Run 1, placed cells, one color a class:
Fill, decap, tap and diode cells in gray.
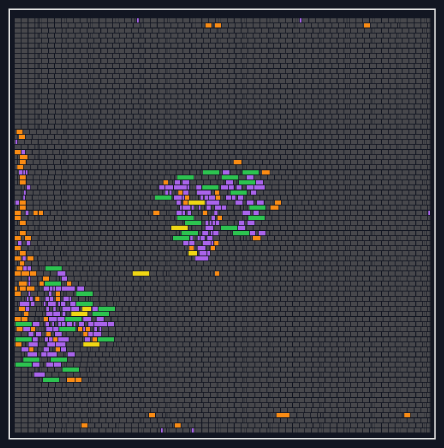
Run 1, port wiring:
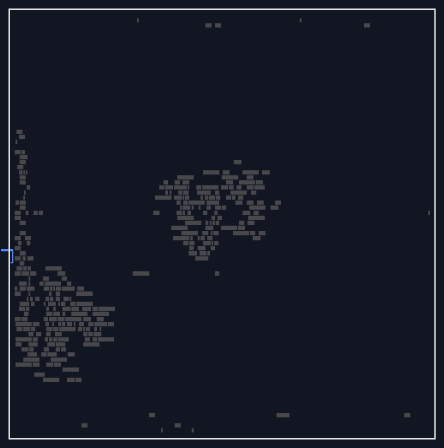
Run 1, cell outlines without signal wires:
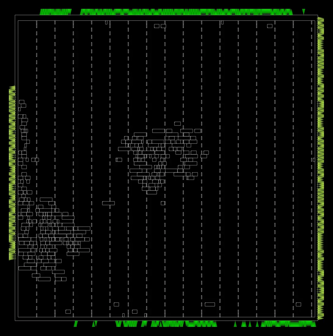
### src/rtl/axi_id_remapper_if.sv
// AXI4 bus bundle used on both sides of the ID remapper.
// The same interface is instantiated with a wide ID on the upstream side
// and a narrow ID on the downstream side.
interface axi_id_remapper_if #(
    parameter int ADDR_WIDTH = 32,
    parameter int DATA_WIDTH = 64,
    parameter int ID_WIDTH   = 4
);
    logic                    awvalid;
    logic                    awready;
    logic [ID_WIDTH-1:0]     awid;
    logic [ADDR_WIDTH-1:0]   awaddr;
    logic [7:0]              awlen;
    logic [2:0]              awsize;
    logic [1:0]              awburst;
    logic                    awlock;
    logic [3:0]              awcache;
    logic [2:0]              awprot;
    logic [3:0]              awqos;
    logic [3:0]              awregion;

    logic                    wvalid;
    logic                    wready;
    logic [DATA_WIDTH-1:0]   wdata;
    logic [DATA_WIDTH/8-1:0] wstrb;
    logic                    wlast;

    logic                    bvalid;
    logic                    bready;
    logic [ID_WIDTH-1:0]     bid;
    logic [1:0]              bresp;

    logic                    arvalid;
    logic                    arready;
    logic [ID_WIDTH-1:0]     arid;
    logic [ADDR_WIDTH-1:0]   araddr;
    logic [7:0]              arlen;
    logic [2:0]              arsize;
    logic [1:0]              arburst;
    logic                    arlock;
    logic [3:0]              arcache;
    logic [2:0]              arprot;
    logic [3:0]              arqos;
    logic [3:0]              arregion;

    logic                    rvalid;
    logic                    rready;
    logic [ID_WIDTH-1:0]     rid;
    logic [DATA_WIDTH-1:0]   rdata;
    logic [1:0]              rresp;
    logic                    rlast;

    modport master (
        output awvalid, awid, awaddr, awlen, awsize, awburst, awlock, awcache, awprot, awqos, awregion,
        input  awready,
        output wvalid, wdata, wstrb, wlast,
        input  wready,
        input  bvalid, bid, bresp,
        output bready,
        output arvalid, arid, araddr, arlen, arsize, arburst, arlock, arcache, arprot, arqos, arregion,
        input  arready,
        input  rvalid, rid, rdata, rresp, rlast,
        output rready
    );

    modport slave (
        input  awvalid, awid, awaddr, awlen, awsize, awburst, awlock, awcache, awprot, awqos, awregion,
        output awready,
        input  wvalid, wdata, wstrb, wlast,
        output wready,
        output bvalid, bid, bresp,
        input  bready,
        input  arvalid, arid, araddr, arlen, arsize, arburst, arlock, arcache, arprot, arqos, arregion,
        output arready,
        output rvalid, rid, rdata, rresp, rlast,
        input  rready
    );
endinterface

### src/rtl/axi_id_remapper.sv
// AXI4 ID remapper: folds a wide upstream ID space onto 2^M_ID_WIDTH
// downstream IDs. Each downstream ID is a slot remembering one upstream ID
// and how many bursts are outstanding on it; read and write keep separate
// slot tables. Request paths are combinational with no added latency.
module axi_id_remapper #(
    parameter int ADDR_WIDTH     = 32,
    parameter int DATA_WIDTH     = 64,
    parameter int ID_WIDTH       = 4,
    parameter int M_ID_WIDTH     = 1,
    parameter int MAX_R_INFLIGHT = 8,
    parameter int MAX_W_INFLIGHT = 8
) (
    input  logic                aclk,
    input  logic                aresetn,
    axi_id_remapper_if.slave    s_axi,
    axi_id_remapper_if.master   m_axi,
    output logic                rd_idle,
    output logic                wr_idle
);
    localparam int NSLOT      = 1 << M_ID_WIDTH;
    localparam int MIDW       = (M_ID_WIDTH > 0) ? M_ID_WIDTH : 1;
    localparam int RCW        = $clog2(MAX_R_INFLIGHT + 1);
    localparam int WCW        = $clog2(MAX_W_INFLIGHT + 1);
    localparam int STRB_WIDTH = DATA_WIDTH / 8;
    localparam logic [RCW-1:0] R_MAX = RCW'(MAX_R_INFLIGHT);
    localparam logic [WCW-1:0] W_MAX = WCW'(MAX_W_INFLIGHT);

    logic [ID_WIDTH-1:0] r_sid [NSLOT];
    logic [RCW-1:0]      r_cnt [NSLOT];
    logic [ID_WIDTH-1:0] w_sid [NSLOT];
    logic [WCW-1:0]      w_cnt [NSLOT];

    logic [MIDW-1:0]     r_sel, w_sel;
    logic                r_ok, w_ok;
    logic [NSLOT-1:0]    r_inc, r_dec, w_inc, w_dec;
    logic                ar_hs, aw_hs, r_done, b_done;
    logic [ID_WIDTH-1:0] s_rid, s_bid;

    assign ar_hs  = s_axi.arvalid & r_ok & m_axi.arready & aresetn;
    assign aw_hs  = s_axi.awvalid & w_ok & m_axi.awready & aresetn;
    assign r_done = m_axi.rvalid & s_axi.rready & m_axi.rlast & aresetn;
    assign b_done = m_axi.bvalid & s_axi.bready & aresetn;

    // Read slot choice: an existing slot for this ID wins (even when full, so
    // per-ID ordering is never split across slots), else the lowest free slot.
    always_comb begin
        r_sel = '0;
        r_ok  = 1'b0;
        for (int i = NSLOT - 1; i >= 0; i--) begin
            if (r_cnt[i] == '0) begin
                r_sel = MIDW'(i);
                r_ok  = 1'b1;
            end
        end
        for (int i = 0; i < NSLOT; i++) begin
            if (r_cnt[i] != '0 && r_sid[i] == s_axi.arid) begin
                r_sel = MIDW'(i);
                r_ok  = (r_cnt[i] != R_MAX);
            end
        end
        for (int i = 0; i < NSLOT; i++) begin
            r_inc[i] = ar_hs && (r_sel == MIDW'(i));
            r_dec[i] = r_done && (m_axi.rid == MIDW'(i)) && (r_cnt[i] != '0);
        end
    end

    // Write slot choice, same policy as reads with its own depth limit.
    always_comb begin
        w_sel = '0;
        w_ok  = 1'b0;
        for (int i = NSLOT - 1; i >= 0; i--) begin
            if (w_cnt[i] == '0) begin
                w_sel = MIDW'(i);
                w_ok  = 1'b1;
            end
        end
        for (int i = 0; i < NSLOT; i++) begin
            if (w_cnt[i] != '0 && w_sid[i] == s_axi.awid) begin
                w_sel = MIDW'(i);
                w_ok  = (w_cnt[i] != W_MAX);
            end
        end
        for (int i = 0; i < NSLOT; i++) begin
            w_inc[i] = aw_hs && (w_sel == MIDW'(i));
            w_dec[i] = b_done && (m_axi.bid == MIDW'(i)) && (w_cnt[i] != '0);
        end
    end

    // Read slot table: count bursts in on AR, out on the last R beat.
    always_ff @(posedge aclk or negedge aresetn) begin
        if (!aresetn) begin
            for (int i = 0; i < NSLOT; i++) begin
                r_cnt[i] <= '0;
                r_sid[i] <= '0;
            end
        end else begin
            for (int i = 0; i < NSLOT; i++) begin
                if (r_inc[i] && !r_dec[i])
                    r_cnt[i] <= r_cnt[i] + 1'b1;
                else if (r_dec[i] && !r_inc[i])
                    r_cnt[i] <= r_cnt[i] - 1'b1;
                if (r_inc[i] && r_cnt[i] == '0)
                    r_sid[i] <= s_axi.arid;
            end
        end
    end

    // Write slot table: count bursts in on AW, out on every B.
    always_ff @(posedge aclk or negedge aresetn) begin
        if (!aresetn) begin
            for (int i = 0; i < NSLOT; i++) begin
                w_cnt[i] <= '0;
                w_sid[i] <= '0;
            end
        end else begin
            for (int i = 0; i < NSLOT; i++) begin
                if (w_inc[i] && !w_dec[i])
                    w_cnt[i] <= w_cnt[i] + 1'b1;
                else if (w_dec[i] && !w_inc[i])
                    w_cnt[i] <= w_cnt[i] - 1'b1;
                if (w_inc[i] && w_cnt[i] == '0)
                    w_sid[i] <= s_axi.awid;
            end
        end
    end

    // Restore upstream IDs on responses and report idle when all slots are empty.
    always_comb begin
        s_rid   = r_sid[0];
        s_bid   = w_sid[0];
        rd_idle = 1'b1;
        wr_idle = 1'b1;
        for (int i = 0; i < NSLOT; i++) begin
            if (m_axi.rid == MIDW'(i)) s_rid = r_sid[i];
            if (m_axi.bid == MIDW'(i)) s_bid = w_sid[i];
            if (r_cnt[i] != '0) rd_idle = 1'b0;
            if (w_cnt[i] != '0) wr_idle = 1'b0;
        end
    end

    assign m_axi.awvalid  = s_axi.awvalid & w_ok & aresetn;
    assign s_axi.awready  = m_axi.awready & w_ok & aresetn;
    assign m_axi.awid     = w_sel;
    assign m_axi.awaddr   = ADDR_WIDTH'(s_axi.awaddr);
    assign m_axi.awlen    = s_axi.awlen;
    assign m_axi.awsize   = s_axi.awsize;
    assign m_axi.awburst  = s_axi.awburst;
    assign m_axi.awlock   = s_axi.awlock;
    assign m_axi.awcache  = s_axi.awcache;
    assign m_axi.awprot   = s_axi.awprot;
    assign m_axi.awqos    = s_axi.awqos;
    assign m_axi.awregion = s_axi.awregion;

    assign m_axi.wvalid   = s_axi.wvalid & aresetn;
    assign s_axi.wready   = m_axi.wready & aresetn;
    assign m_axi.wdata    = DATA_WIDTH'(s_axi.wdata);
    assign m_axi.wstrb    = STRB_WIDTH'(s_axi.wstrb);
    assign m_axi.wlast    = s_axi.wlast;

    assign s_axi.bvalid   = m_axi.bvalid & aresetn;
    assign m_axi.bready   = s_axi.bready & aresetn;
    assign s_axi.bid      = s_bid;
    assign s_axi.bresp    = m_axi.bresp;

    assign m_axi.arvalid  = s_axi.arvalid & r_ok & aresetn;
    assign s_axi.arready  = m_axi.arready & r_ok & aresetn;
    assign m_axi.arid     = r_sel;
    assign m_axi.araddr   = ADDR_WIDTH'(s_axi.araddr);
    assign m_axi.arlen    = s_axi.arlen;
    assign m_axi.arsize   = s_axi.arsize;
    assign m_axi.arburst  = s_axi.arburst;
    assign m_axi.arlock   = s_axi.arlock;
    assign m_axi.arcache  = s_axi.arcache;
    assign m_axi.arprot   = s_axi.arprot;
    assign m_axi.arqos    = s_axi.arqos;
    assign m_axi.arregion = s_axi.arregion;

    assign s_axi.rvalid   = m_axi.rvalid & aresetn;
    assign m_axi.rready   = s_axi.rready & aresetn;
    assign s_axi.rid      = s_rid;
    assign s_axi.rdata    = m_axi.rdata;
    assign s_axi.rresp    = m_axi.rresp;
    assign s_axi.rlast    = m_axi.rlast;
endmodule
### src/flat_wrapper.sv
// flat-port wrapper written by rule: the top's interface ports become plain ports
module axi_id_remapper_flat 
#(
    parameter int ADDR_WIDTH     = 32,
    parameter int DATA_WIDTH     = 64,
    parameter int ID_WIDTH       = 4,
    parameter int M_ID_WIDTH     = 1,
    parameter int MAX_R_INFLIGHT = 8,
    parameter int MAX_W_INFLIGHT = 8
)
  (aclk, aresetn, rd_idle, wr_idle, s_axi_awvalid, s_axi_awid, s_axi_awaddr, s_axi_awlen, s_axi_awsize, s_axi_awburst, s_axi_awlock, s_axi_awcache, s_axi_awprot, s_axi_awqos, s_axi_awregion, s_axi_awready, s_axi_wvalid, s_axi_wdata, s_axi_wstrb, s_axi_wlast, s_axi_wready, s_axi_bvalid, s_axi_bid, s_axi_bresp, s_axi_bready, s_axi_arvalid, s_axi_arid, s_axi_araddr, s_axi_arlen, s_axi_arsize, s_axi_arburst, s_axi_arlock, s_axi_arcache, s_axi_arprot, s_axi_arqos, s_axi_arregion, s_axi_arready, s_axi_rvalid, s_axi_rid, s_axi_rdata, s_axi_rresp, s_axi_rlast, s_axi_rready, m_axi_awvalid, m_axi_awid, m_axi_awaddr, m_axi_awlen, m_axi_awsize, m_axi_awburst, m_axi_awlock, m_axi_awcache, m_axi_awprot, m_axi_awqos, m_axi_awregion, m_axi_awready, m_axi_wvalid, m_axi_wdata, m_axi_wstrb, m_axi_wlast, m_axi_wready, m_axi_bvalid, m_axi_bid, m_axi_bresp, m_axi_bready, m_axi_arvalid, m_axi_arid, m_axi_araddr, m_axi_arlen, m_axi_arsize, m_axi_arburst, m_axi_arlock, m_axi_arcache, m_axi_arprot, m_axi_arqos, m_axi_arregion, m_axi_arready, m_axi_rvalid, m_axi_rid, m_axi_rdata, m_axi_rresp, m_axi_rlast, m_axi_rready);
  axi_id_remapper_if #(.ADDR_WIDTH(ADDR_WIDTH), .DATA_WIDTH(DATA_WIDTH), .ID_WIDTH(ID_WIDTH)) s_axi_i ();
  axi_id_remapper_if #(.ADDR_WIDTH(ADDR_WIDTH), .DATA_WIDTH(DATA_WIDTH), .ID_WIDTH(ID_WIDTH)) m_axi_i ();
  input  logic aclk;
  input  logic aresetn;
  output logic rd_idle;
  output logic wr_idle;
  input wire logic [$bits(s_axi_i.awvalid)-1:0] s_axi_awvalid;
  input wire logic [$bits(s_axi_i.awid)-1:0] s_axi_awid;
  input wire logic [$bits(s_axi_i.awaddr)-1:0] s_axi_awaddr;
  input wire logic [$bits(s_axi_i.awlen)-1:0] s_axi_awlen;
  input wire logic [$bits(s_axi_i.awsize)-1:0] s_axi_awsize;
  input wire logic [$bits(s_axi_i.awburst)-1:0] s_axi_awburst;
  input wire logic [$bits(s_axi_i.awlock)-1:0] s_axi_awlock;
  input wire logic [$bits(s_axi_i.awcache)-1:0] s_axi_awcache;
  input wire logic [$bits(s_axi_i.awprot)-1:0] s_axi_awprot;
  input wire logic [$bits(s_axi_i.awqos)-1:0] s_axi_awqos;
  input wire logic [$bits(s_axi_i.awregion)-1:0] s_axi_awregion;
  output wire logic [$bits(s_axi_i.awready)-1:0] s_axi_awready;
  input wire logic [$bits(s_axi_i.wvalid)-1:0] s_axi_wvalid;
  input wire logic [$bits(s_axi_i.wdata)-1:0] s_axi_wdata;
  input wire logic [$bits(s_axi_i.wstrb)-1:0] s_axi_wstrb;
  input wire logic [$bits(s_axi_i.wlast)-1:0] s_axi_wlast;
  output wire logic [$bits(s_axi_i.wready)-1:0] s_axi_wready;
  output wire logic [$bits(s_axi_i.bvalid)-1:0] s_axi_bvalid;
  output wire logic [$bits(s_axi_i.bid)-1:0] s_axi_bid;
  output wire logic [$bits(s_axi_i.bresp)-1:0] s_axi_bresp;
  input wire logic [$bits(s_axi_i.bready)-1:0] s_axi_bready;
  input wire logic [$bits(s_axi_i.arvalid)-1:0] s_axi_arvalid;
  input wire logic [$bits(s_axi_i.arid)-1:0] s_axi_arid;
  input wire logic [$bits(s_axi_i.araddr)-1:0] s_axi_araddr;
  input wire logic [$bits(s_axi_i.arlen)-1:0] s_axi_arlen;
  input wire logic [$bits(s_axi_i.arsize)-1:0] s_axi_arsize;
  input wire logic [$bits(s_axi_i.arburst)-1:0] s_axi_arburst;
  input wire logic [$bits(s_axi_i.arlock)-1:0] s_axi_arlock;
  input wire logic [$bits(s_axi_i.arcache)-1:0] s_axi_arcache;
  input wire logic [$bits(s_axi_i.arprot)-1:0] s_axi_arprot;
  input wire logic [$bits(s_axi_i.arqos)-1:0] s_axi_arqos;
  input wire logic [$bits(s_axi_i.arregion)-1:0] s_axi_arregion;
  output wire logic [$bits(s_axi_i.arready)-1:0] s_axi_arready;
  output wire logic [$bits(s_axi_i.rvalid)-1:0] s_axi_rvalid;
  output wire logic [$bits(s_axi_i.rid)-1:0] s_axi_rid;
  output wire logic [$bits(s_axi_i.rdata)-1:0] s_axi_rdata;
  output wire logic [$bits(s_axi_i.rresp)-1:0] s_axi_rresp;
  output wire logic [$bits(s_axi_i.rlast)-1:0] s_axi_rlast;
  input wire logic [$bits(s_axi_i.rready)-1:0] s_axi_rready;
  output wire logic [$bits(m_axi_i.awvalid)-1:0] m_axi_awvalid;
  output wire logic [$bits(m_axi_i.awid)-1:0] m_axi_awid;
  output wire logic [$bits(m_axi_i.awaddr)-1:0] m_axi_awaddr;
  output wire logic [$bits(m_axi_i.awlen)-1:0] m_axi_awlen;
  output wire logic [$bits(m_axi_i.awsize)-1:0] m_axi_awsize;
  output wire logic [$bits(m_axi_i.awburst)-1:0] m_axi_awburst;
  output wire logic [$bits(m_axi_i.awlock)-1:0] m_axi_awlock;
  output wire logic [$bits(m_axi_i.awcache)-1:0] m_axi_awcache;
  output wire logic [$bits(m_axi_i.awprot)-1:0] m_axi_awprot;
  output wire logic [$bits(m_axi_i.awqos)-1:0] m_axi_awqos;
  output wire logic [$bits(m_axi_i.awregion)-1:0] m_axi_awregion;
  input wire logic [$bits(m_axi_i.awready)-1:0] m_axi_awready;
  output wire logic [$bits(m_axi_i.wvalid)-1:0] m_axi_wvalid;
  output wire logic [$bits(m_axi_i.wdata)-1:0] m_axi_wdata;
  output wire logic [$bits(m_axi_i.wstrb)-1:0] m_axi_wstrb;
  output wire logic [$bits(m_axi_i.wlast)-1:0] m_axi_wlast;
  input wire logic [$bits(m_axi_i.wready)-1:0] m_axi_wready;
  input wire logic [$bits(m_axi_i.bvalid)-1:0] m_axi_bvalid;
  input wire logic [$bits(m_axi_i.bid)-1:0] m_axi_bid;
  input wire logic [$bits(m_axi_i.bresp)-1:0] m_axi_bresp;
  output wire logic [$bits(m_axi_i.bready)-1:0] m_axi_bready;
  output wire logic [$bits(m_axi_i.arvalid)-1:0] m_axi_arvalid;
  output wire logic [$bits(m_axi_i.arid)-1:0] m_axi_arid;
  output wire logic [$bits(m_axi_i.araddr)-1:0] m_axi_araddr;
  output wire logic [$bits(m_axi_i.arlen)-1:0] m_axi_arlen;
  output wire logic [$bits(m_axi_i.arsize)-1:0] m_axi_arsize;
  output wire logic [$bits(m_axi_i.arburst)-1:0] m_axi_arburst;
  output wire logic [$bits(m_axi_i.arlock)-1:0] m_axi_arlock;
  output wire logic [$bits(m_axi_i.arcache)-1:0] m_axi_arcache;
  output wire logic [$bits(m_axi_i.arprot)-1:0] m_axi_arprot;
  output wire logic [$bits(m_axi_i.arqos)-1:0] m_axi_arqos;
  output wire logic [$bits(m_axi_i.arregion)-1:0] m_axi_arregion;
  input wire logic [$bits(m_axi_i.arready)-1:0] m_axi_arready;
  input wire logic [$bits(m_axi_i.rvalid)-1:0] m_axi_rvalid;
  input wire logic [$bits(m_axi_i.rid)-1:0] m_axi_rid;
  input wire logic [$bits(m_axi_i.rdata)-1:0] m_axi_rdata;
  input wire logic [$bits(m_axi_i.rresp)-1:0] m_axi_rresp;
  input wire logic [$bits(m_axi_i.rlast)-1:0] m_axi_rlast;
  output wire logic [$bits(m_axi_i.rready)-1:0] m_axi_rready;
  assign s_axi_i.awvalid = s_axi_awvalid;
  assign s_axi_i.awid = s_axi_awid;
  assign s_axi_i.awaddr = s_axi_awaddr;
  assign s_axi_i.awlen = s_axi_awlen;
  assign s_axi_i.awsize = s_axi_awsize;
  assign s_axi_i.awburst = s_axi_awburst;
  assign s_axi_i.awlock = s_axi_awlock;
  assign s_axi_i.awcache = s_axi_awcache;
  assign s_axi_i.awprot = s_axi_awprot;
  assign s_axi_i.awqos = s_axi_awqos;
  assign s_axi_i.awregion = s_axi_awregion;
  assign s_axi_awready = s_axi_i.awready;
  assign s_axi_i.wvalid = s_axi_wvalid;
  assign s_axi_i.wdata = s_axi_wdata;
  assign s_axi_i.wstrb = s_axi_wstrb;
  assign s_axi_i.wlast = s_axi_wlast;
  assign s_axi_wready = s_axi_i.wready;
  assign s_axi_bvalid = s_axi_i.bvalid;
  assign s_axi_bid = s_axi_i.bid;
  assign s_axi_bresp = s_axi_i.bresp;
  assign s_axi_i.bready = s_axi_bready;
  assign s_axi_i.arvalid = s_axi_arvalid;
  assign s_axi_i.arid = s_axi_arid;
  assign s_axi_i.araddr = s_axi_araddr;
  assign s_axi_i.arlen = s_axi_arlen;
  assign s_axi_i.arsize = s_axi_arsize;
  assign s_axi_i.arburst = s_axi_arburst;
  assign s_axi_i.arlock = s_axi_arlock;
  assign s_axi_i.arcache = s_axi_arcache;
  assign s_axi_i.arprot = s_axi_arprot;
  assign s_axi_i.arqos = s_axi_arqos;
  assign s_axi_i.arregion = s_axi_arregion;
  assign s_axi_arready = s_axi_i.arready;
  assign s_axi_rvalid = s_axi_i.rvalid;
  assign s_axi_rid = s_axi_i.rid;
  assign s_axi_rdata = s_axi_i.rdata;
  assign s_axi_rresp = s_axi_i.rresp;
  assign s_axi_rlast = s_axi_i.rlast;
  assign s_axi_i.rready = s_axi_rready;
  assign m_axi_awvalid = m_axi_i.awvalid;
  assign m_axi_awid = m_axi_i.awid;
  assign m_axi_awaddr = m_axi_i.awaddr;
  assign m_axi_awlen = m_axi_i.awlen;
  assign m_axi_awsize = m_axi_i.awsize;
  assign m_axi_awburst = m_axi_i.awburst;
  assign m_axi_awlock = m_axi_i.awlock;
  assign m_axi_awcache = m_axi_i.awcache;
  assign m_axi_awprot = m_axi_i.awprot;
  assign m_axi_awqos = m_axi_i.awqos;
  assign m_axi_awregion = m_axi_i.awregion;
  assign m_axi_i.awready = m_axi_awready;
  assign m_axi_wvalid = m_axi_i.wvalid;
  assign m_axi_wdata = m_axi_i.wdata;
  assign m_axi_wstrb = m_axi_i.wstrb;
  assign m_axi_wlast = m_axi_i.wlast;
  assign m_axi_i.wready = m_axi_wready;
  assign m_axi_i.bvalid = m_axi_bvalid;
  assign m_axi_i.bid = m_axi_bid;
  assign m_axi_i.bresp = m_axi_bresp;
  assign m_axi_bready = m_axi_i.bready;
  assign m_axi_arvalid = m_axi_i.arvalid;
  assign m_axi_arid = m_axi_i.arid;
  assign m_axi_araddr = m_axi_i.araddr;
  assign m_axi_arlen = m_axi_i.arlen;
  assign m_axi_arsize = m_axi_i.arsize;
  assign m_axi_arburst = m_axi_i.arburst;
  assign m_axi_arlock = m_axi_i.arlock;
  assign m_axi_arcache = m_axi_i.arcache;
  assign m_axi_arprot = m_axi_i.arprot;
  assign m_axi_arqos = m_axi_i.arqos;
  assign m_axi_arregion = m_axi_i.arregion;
  assign m_axi_i.arready = m_axi_arready;
  assign m_axi_i.rvalid = m_axi_rvalid;
  assign m_axi_i.rid = m_axi_rid;
  assign m_axi_i.rdata = m_axi_rdata;
  assign m_axi_i.rresp = m_axi_rresp;
  assign m_axi_i.rlast = m_axi_rlast;
  assign m_axi_rready = m_axi_i.rready;
  axi_id_remapper #(.ADDR_WIDTH(ADDR_WIDTH), .DATA_WIDTH(DATA_WIDTH), .ID_WIDTH(ID_WIDTH), .M_ID_WIDTH(M_ID_WIDTH), .MAX_R_INFLIGHT(MAX_R_INFLIGHT), .MAX_W_INFLIGHT(MAX_W_INFLIGHT)) u_core (.aclk(aclk), .aresetn(aresetn), .s_axi(s_axi_i), .m_axi(m_axi_i), .rd_idle(rd_idle), .wr_idle(wr_idle));
endmodule
### config.mk
export PLATFORM = sky130hd
export DESIGN_NAME = axi_id_remapper_flat
export DESIGN_NICKNAME = d
export VERILOG_FILES = /design/src/rtl/axi_id_remapper_if.sv /design/src/rtl/axi_id_remapper.sv /design/src/flat_wrapper.sv
export SDC_FILE = /design/constraint.sdc
export NUM_CORES = 1
export LEC_CHECK = 0
export CORE_AREA = 2 2 226 228
export DETAILED_ROUTE_END_ITERATION = 12
export DIE_AREA = 0 0 228 230
export MAX_ROUTING_LAYER = met4
export SLEW_MARGIN = 20
export SYNTH_ARGS = -nofsm -noshare
export SYNTH_HDL_FRONTEND = slang
export SYNTH_SLANG_ARGS = --single-unit
### constraint.sdc
create_clock -name aclk -period 3.1 [get_ports aclk]
set_input_delay 0.465 -clock aclk [delete_from_list [all_inputs] [get_ports aclk]]
set_output_delay 0.465 -clock aclk [all_outputs]
set_load 0.01 [all_outputs]
==> changes_impl.md, run 1 <==
### Metrics

* Number of synthesized register bits at 32
* Post-placement cell area at 3800 µm²
* Most frequent logic cell in the layout: clkdlybuf4s50_1
* Post-cts hold-fix buffer tally at 0
* Overall routing resource usage at 0.0607
* Mapped cell area at 4260 µm²
* Distinct cells, synth at 39
* Number of antenna violations at the first check in global routing at 5
* Pwr Density at 731 nW/µm²
* Post-DRT Antenna Nets at 0
* Top-area cell share at 0.480
* Net total in the final layout at 601
* TritonCTS clock tree: built
* Minimum setup slack after placement at -0.239 ns
* Global-route wire length before repair at 20,700 µm
* Vias in the first global route at 2,449
* Cell area after layout at 4040 µm²
* Number of standard cells in the final layout excluding fillers at 967
* Chip height at 230 µm
* Comb power frac at 0.528
* Area growth syn-to-layout at -5.03%
* Buffers from clock root to sink, at most at 2
* DR vias/cell at 2.31
* CP startpoint kind: input port
* Achievable frequency at 344 MHz
* Overall power after layout at 2960 µW
* Register-to-register setup slack at 0.38 ns
* Largest area contributor in the synthesized netlist: buf_4
* Core footprint at 49,900 µm²
* Die area at 52,400 µm²
* R2R depth at 14
* Minimum hold slack at 0.234 ns
* Number of top-level pins at 584
* Destination of the critical timing path: u_core.r_cnt[7]
* Pin count of the biggest net entering global routing at 17
* Clock power share at 0.178
* Comb area leader: buffers and inverters
* Area fraction in xor and xnor cells at 0.0658
* HPWL after detailed placement at 14,200 µm
* Arrival time of data at the critical path endpoint at 3.08 ns
* Critical Path End Type: register
* Number of cell instances after yosys synthesis at 473
* Sum of negative setup slack at 0 ns
* Final Skew at 0.00838 ns
* Total Wirelength at 16,100 µm
* Category of the critical setup timing path: input port to register
* Number of I/O port buffers at 51
* Mean post-synth cell area at 9.00 µm²
* Setup violations, final at 0
* Seq/Total Area, Yosys at 0.188
* Yosys warnings at 0
* Total congestion overflow at 0
* Sequential share of power at 0.293
* Simple-Gate Area Share at 0.0973
* Ratio of final minimum period to clock period at 0.939
* TritonRoute pass-1 iters at 4
* Level count of the clock H-tree at 2
* Hold violation total from the final report at 0
* Met3 Use GR at 0.0496
* Routed WL per cell at 16.7 µm
* Worst flop-to-flop path startpoint: u_core.w_sid[2]
* Status: finished clean
* Post-CTS Resized at 1
* Max-capacitance violation count at 0
* Switching Share at 0.375
* Compound Share, Synth at 0.0232
-- 'placed cells, one color a class' (at the start) --
- registers: green (cells 32; share of their area 25%)
- remaining logic cells: purple (cells 172; share of their area 46%)
- clock drivers and dummy loads: yellow (cells 7; share of their area 4.8%)
- remaining buffers and delay cells: orange (cells 82; share of their area 24%)

-- 'port wiring' (at the start) --
- s_axi_arlock: blue (bits 1; direction input; edge west; end cells 0; wire 8.60 µm)

-- 'cell outlines without signal wires' (at the start) --
final core area utilization: 0.0811
sequential cell count: 32
count of filler cells inserted in the layout: 5,868

[run 1: power groups by stage]
| stage | clock network, µW | registers (µW) | logic (µW) |
|---|---|---|---|
| 4_1_cts | 555 | 865 | 1560 |
| 2_1_floorplan | 0 | 817 | 1250 |
| 5_1_grt | 565 | 913 | 1740 |
| 6_report | 527 | 868 | 1560 |
| 3_5_place_dp | 0 | 869 | 1540 |
| 3_3_place_gp | 0 | 856 | 1520 |
[run 1: routing by layer]
metal  vias up  part of all wire
met5         -                 0
li1        885                 -
met3       116              0.19
met2       277              0.48
met1       958              0.27
met4         0             0.066
[run 1: final cells by class]
cell class	count	area share
well taps	672	0.208
repair buffers	82	0.191
diodes	2	0.00124
clock buffers	7	0.0378
multi-input cells	167	0.360
inverters	5	0.00464
flip-flops and latches	32	0.198
[run 1: registers in the layout (all words and copies together) (netlist names)]
signal / count
u_core.r_cnt: 8
u_core.r_sid: 8
u_core.w_cnt: 8
u_core.w_sid: 8
[run 1: Yosys cell counts, drive strengths merged]
cell type    n
buf        272
dfrtp       32
mux2        28
xnor2       20
ha          12
xor2        12
nand2       11
nor2        11
and2         9
nand3        8
and3         6
nor3         6
inv          5
nor4         5
o21ai        5
a21o         4
a21oi        4
fa           4
mux2i        3
nand2b       3
clkbuf       2
nand3b       2
nand4        2
o31ai        2
a41oi        1
conb         1
nor2b        1
nor4b        1
or3          1
[run 1: critical path: stages]
cell	delay, ns
clkdlybuf4s50_1	0.44
buf_4	0.16
xnor2_2	0.17
nand4_2	0.13
mux2i_1	0.15
o31ai_2	0.31
nor3_1	0.08
ha_1	0.21
inv_1	0.08
ha_1	0.23
a21o_1	0.17
a21oi_2	0.15
xnor2_1	0.12
nor2_1	0.06
xor2_1	0.14
Run 1, metal 3:
The bar under the picture is 50 µm long.
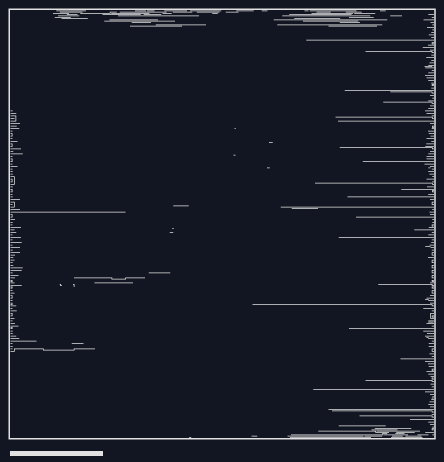

==> run 2: changes to the inputs <==
==> constraint.sdc (replaced) <==
create_clock -name aclk -period 3.1 [get_ports aclk]
set_input_delay 0.62 -clock aclk [delete_from_list [all_inputs] [get_ports aclk]]
set_output_delay 0.62 -clock aclk [all_outputs]
set_load 0.01 [all_outputs]
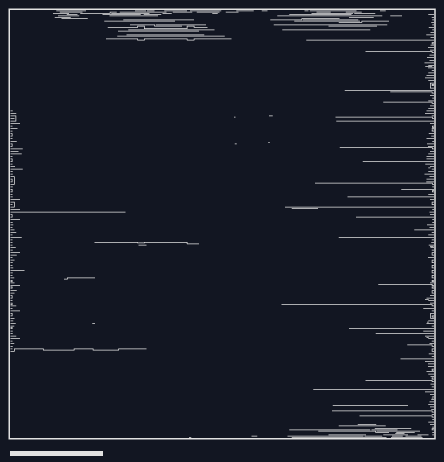
Run 2: metal 3
The bar under the picture is 50 µm long.
- share of all routed wire: 21%
- wire length on this layer: 3,460 µm
- longest straight run: 80.7 µm
- nets with wire on the layer: 238
- main direction: horizontal
Total Wirelength: 16,700 µm
via count of the routed design: 2,335
met3 Use GR: 0.0578

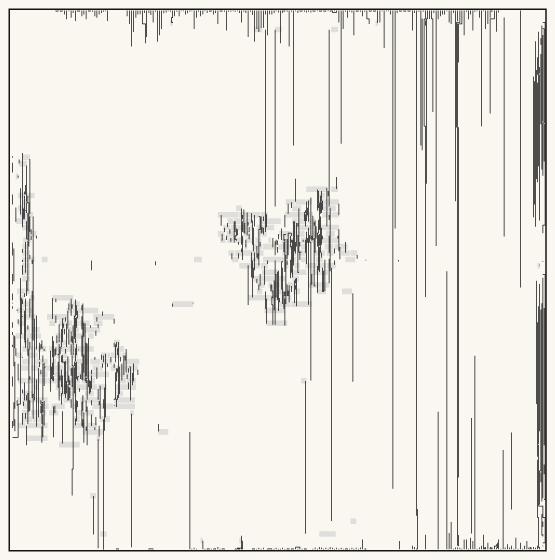
Run 2: metal 2
Cells faint in the background.
- share of all routed wire: 49%
- longest straight run: 222 µm
- wire length on this layer: 8,130 µm
- nets with wire on the layer: 514
- main direction: vertical

==> run 2 against run 1 <==
Effect of this change: register-to-register slack worse by 0.02 ns; highest routed layer unchanged; hold slack gained 0.17 ns; die size stayed put; largest cell class unchanged; critical path type unchanged.
==> changes_impl.md, run 2 <==
### Metrics

* Final Critical Period at 2.97 ns
* Arrival time of data at the critical path endpoint at 3.13 ns (+0.05 ns)
* Count of clock tree sinks at 32
* Length of routed wiring on met1 at 3980 µm (-8.1%)
* Pin slew with the least headroom to its limit at 0.511 ns
* Chip area in the Yosys report at 4260 µm²
* Static leakage at 0.00162 µW
* CP startpoint kind: input port
* Final Skew at 0.00296 ns (-0.00542 ns)
* Total congestion overflow at 0 (unchanged)
* Clock transition time at the flip-flop clock pins of the worst setup and hold paths at 0.05 ns
* Post-Syn Instances at 473
* TritonRoute pass-1 iters at 3 (-1)
* Most frequent logic cell in the layout: buf_4
* Number of clock buffers inserted by TritonCTS at 5
* R2R depth at 13 (-1)
* Ranking of synthesized cells by instance count: buf_4, dfrtp_1, xnor2_1
* Sum of negative setup slack at 0 ns (unchanged)
* Power consumed by combinational cells at 1610 µW (+3%)
* Setup violations, final at 0 (unchanged)
* Sequential share of power at 0.292 (about the same)
* Number of cells after detailed placement at 961
* Commonest non-fill, non-tap cells in the layout: buf_4, dfrtp_1, clkdlybuf4s50_1
* Area growth syn-to-layout at -3.26%
* Maximum fanout along the worst path at 4
* Top-area cell share at 0.480 (unchanged)
* Clock power share at 0.173 (-0.005)
* IR drop worst, VDD at 0.300 mV
* Clock network power at 524 µW (about the same)
* Simple-Gate Area Share at 0.0973 (unchanged)
* Sequential power at 883 µW (+2%)
* Distinct cells, synth at 39 (unchanged)
* Detailed Route Iter0 Violations at 33
* Number of antenna violations at the first check in global routing at 5 (unchanged)
* Mapped cell area at 4260 µm² (unchanged)
* TritonCTS clock tree: built
* Pwr Density at 734 nW/µm² (+0.31%)
* Mean post-synth cell area at 9.00 µm² (unchanged)
* Minimum setup slack after placement at -0.419 ns (-0.181 ns)
* Area fraction in xor and xnor cells at 0.0658 (unchanged)
* Switching Share at 0.382 (+0.00685)
* Overall routing resource usage at 0.0623 (+0.00163)
* Post-cts hold-fix buffer tally at 0 (unchanged)
* Final Wtd Congestion at 0.672
* Critical Path End Type: register
* Number of remaining DRC errors at 0
* Number of rows in the core area at 82
* Ratio of final minimum period to clock period at 0.957 (+0.0186)
* Level count of the clock H-tree at 2 (unchanged)
* Logic cell area at 1500 µm²
* Portion of netlist area occupied by mux cells at 0.0847
* Fraction of layout instances using a drive strength above 1 at 0.316
* Overall power after layout at 3020 µW (+2.2%)
* Post-synth area hogs: buf_4, dfrtp_1, xnor2_1
* Largest area contributor in the synthesized netlist: buf_4
* Number of warning messages in the logs at 26
* Die area at 52,400 µm² (unchanged)
* Count of filler cells inserted in the layout at 5,858 (-0.17%)
* Post-CTS setup buffer count at 3
* Number of cell instances after yosys synthesis at 473 (unchanged)
* Compound Share, Synth at 0.0232 (unchanged)
* Comb power frac at 0.534 (+0.006)
* Internal Power at 1870 µW
* Buffers from clock root to sink, at most at 2 (unchanged)
* Global-route met2 utilization at 0.103
* Number of top-level pins at 584 (unchanged)
* Final setup margin at 0.132 ns
* Core footprint at 49,900 µm² (unchanged)
* Highest routed layer: met4
* Comb area leader: buffers and inverters
* Number of I/O port buffers at 51 (unchanged)
* Top Consumer: combinational logic
* Hold crit path type: input port to asynchronous set/reset pin
* Routed WL per cell at 17.1 µm (+2.4%)
* Hold violation total from the final report at 0 (unchanged)
* Final Max-Slew Violation Tally at 0
* Post-DRT Antenna Nets at 0 (unchanged)
* Global-route wire length before repair at 21,200 µm (+2.8%)
* HPWL after detailed placement at 14,300 µm (+0.88%)
* P_sw at 1150 µW
* Layer with the highest usage: met2
* Post-CTS Resized at 20 (+19)
* Clock tree root buffer cell: clkbuf_16
* Pin count of the biggest net entering global routing at 21 (+4)
* Post-synthesis adder-cell area fraction at 0.0541
* Met1 Use GR at 0.0404
* Setup repair after global routing missed its margin: false
* Number of standard cells in the final layout excluding fillers at 975 (+0.83%)
* Skew-Pair Late Insertion Delay at 0.28 ns
* Seq/Total Area, Yosys at 0.188 (unchanged)
* Met3 layer wire length in the routed design at 3460 µm (+12%)
* Reg area at 801 µm²
* Chip height at 230 µm (unchanged)
* Final core area utilization at 0.0826 (+0.00151)
* Post-synth tally of flip-flops with integrated enable at 0 (unchanged)
* Post-synthesis cell type with the largest instance count: buf_4
* Total met2 wirelength after detailed routing at 8130 µm (+6.0%)
* Floorplan utilization at 0.0854
* DR vias/cell at 2.39 (+3.6%)
* Worst-case headroom to the max-slew limit at 0.656
* Post-synthesis async set-or-reset flop share at 1.00 (unchanged)
* Vias in the first global route at 2,553 (+4.2%)
* Yosys warnings at 0 (unchanged)
* Required time of the critical path at 3.26 ns
* Status: finished clean
* Category of the critical setup timing path: input port to register
* Max-capacitance violation count at 0 (unchanged)
* Achievable frequency at 337 MHz (-1.9%)
* Horiz. Die Dim at 228 µm
* Number of synthesized register bits at 32 (unchanged)
* Net total in the final layout at 609 (+1.3%)
* Most frequently used flop master after synthesis: dfrtp_1
-- run 2: worst paths after layout --
path	to	startpoint	slack [ns]
worst min-delay path	u_core.r_sid[5]	aresetn	0.40
worst min register to register	u_core.r_cnt[3]	u_core.r_cnt[3]	0.49
worst max-delay path	u_core.w_cnt[3]	s_axi_awid[0]	0.13
max in group asynchronous	u_core.w_sid[6]	aresetn	2.26
worst max register to register	u_core.r_cnt[7]	u_core.r_cnt[0]	0.36
min in group aclk	u_core.r_cnt[3]	u_core.r_cnt[3]	0.49
-- run 2: critical path, stage by stage --
cell and delay (ns):
dlygate4sd2_1 0.28, xor2_1 0.19, nor4_2 0.34, buf_4 0.18, mux2i_1 0.08, inv_1 0.10, and3_1 0.18, ha_2 0.18
inv_1 0.05, ha_1 0.27, a21o_1 0.18, a21oi_2 0.13, xnor2_1 0.13, nor2_1 0.06, xor2_1 0.14
-- run 2: metrics by stage --
step / hold WS (ns) / instance area (µm²)
after floorplan: 0.324 / 4280
after global placement: 0.478 / 3830
after detailed placement: 0.474 / 3830
after CTS: 0.410 / 4040
after global routing: 0.429 / 4120
final: 0.402 / 4120
-- run 2: layout make-up --
type | instances | area share
multi-input cells | 167 | 0.364
inverters | 5 | 0.00456
diodes | 2 | 0.00122
flip-flops and latches | 32 | 0.194
clock buffers | 7 | 0.0371
well taps | 672 | 0.204
repair buffers | 90 | 0.195
-- run 2: logic make-up (layout without fill, tap and decap cells) --
| kind of cell | count (synthesis) | count (layout) |
|---|---|---|
| buffers and inverters | 279 | 102 |
| AND/OR/NAND/NOR | 66 | 66 |
| XOR/XNOR | 32 | 32 |
| flip-flops | 32 | 32 |
| multiplexers | 31 | 31 |
| adder cells (fa/ha/maj) | 16 | 16 |
| AND-OR/OR-AND | 16 | 16 |
| other | 1 | 8 |
No activity file was given, so power comes from the tool's default toggle rates.
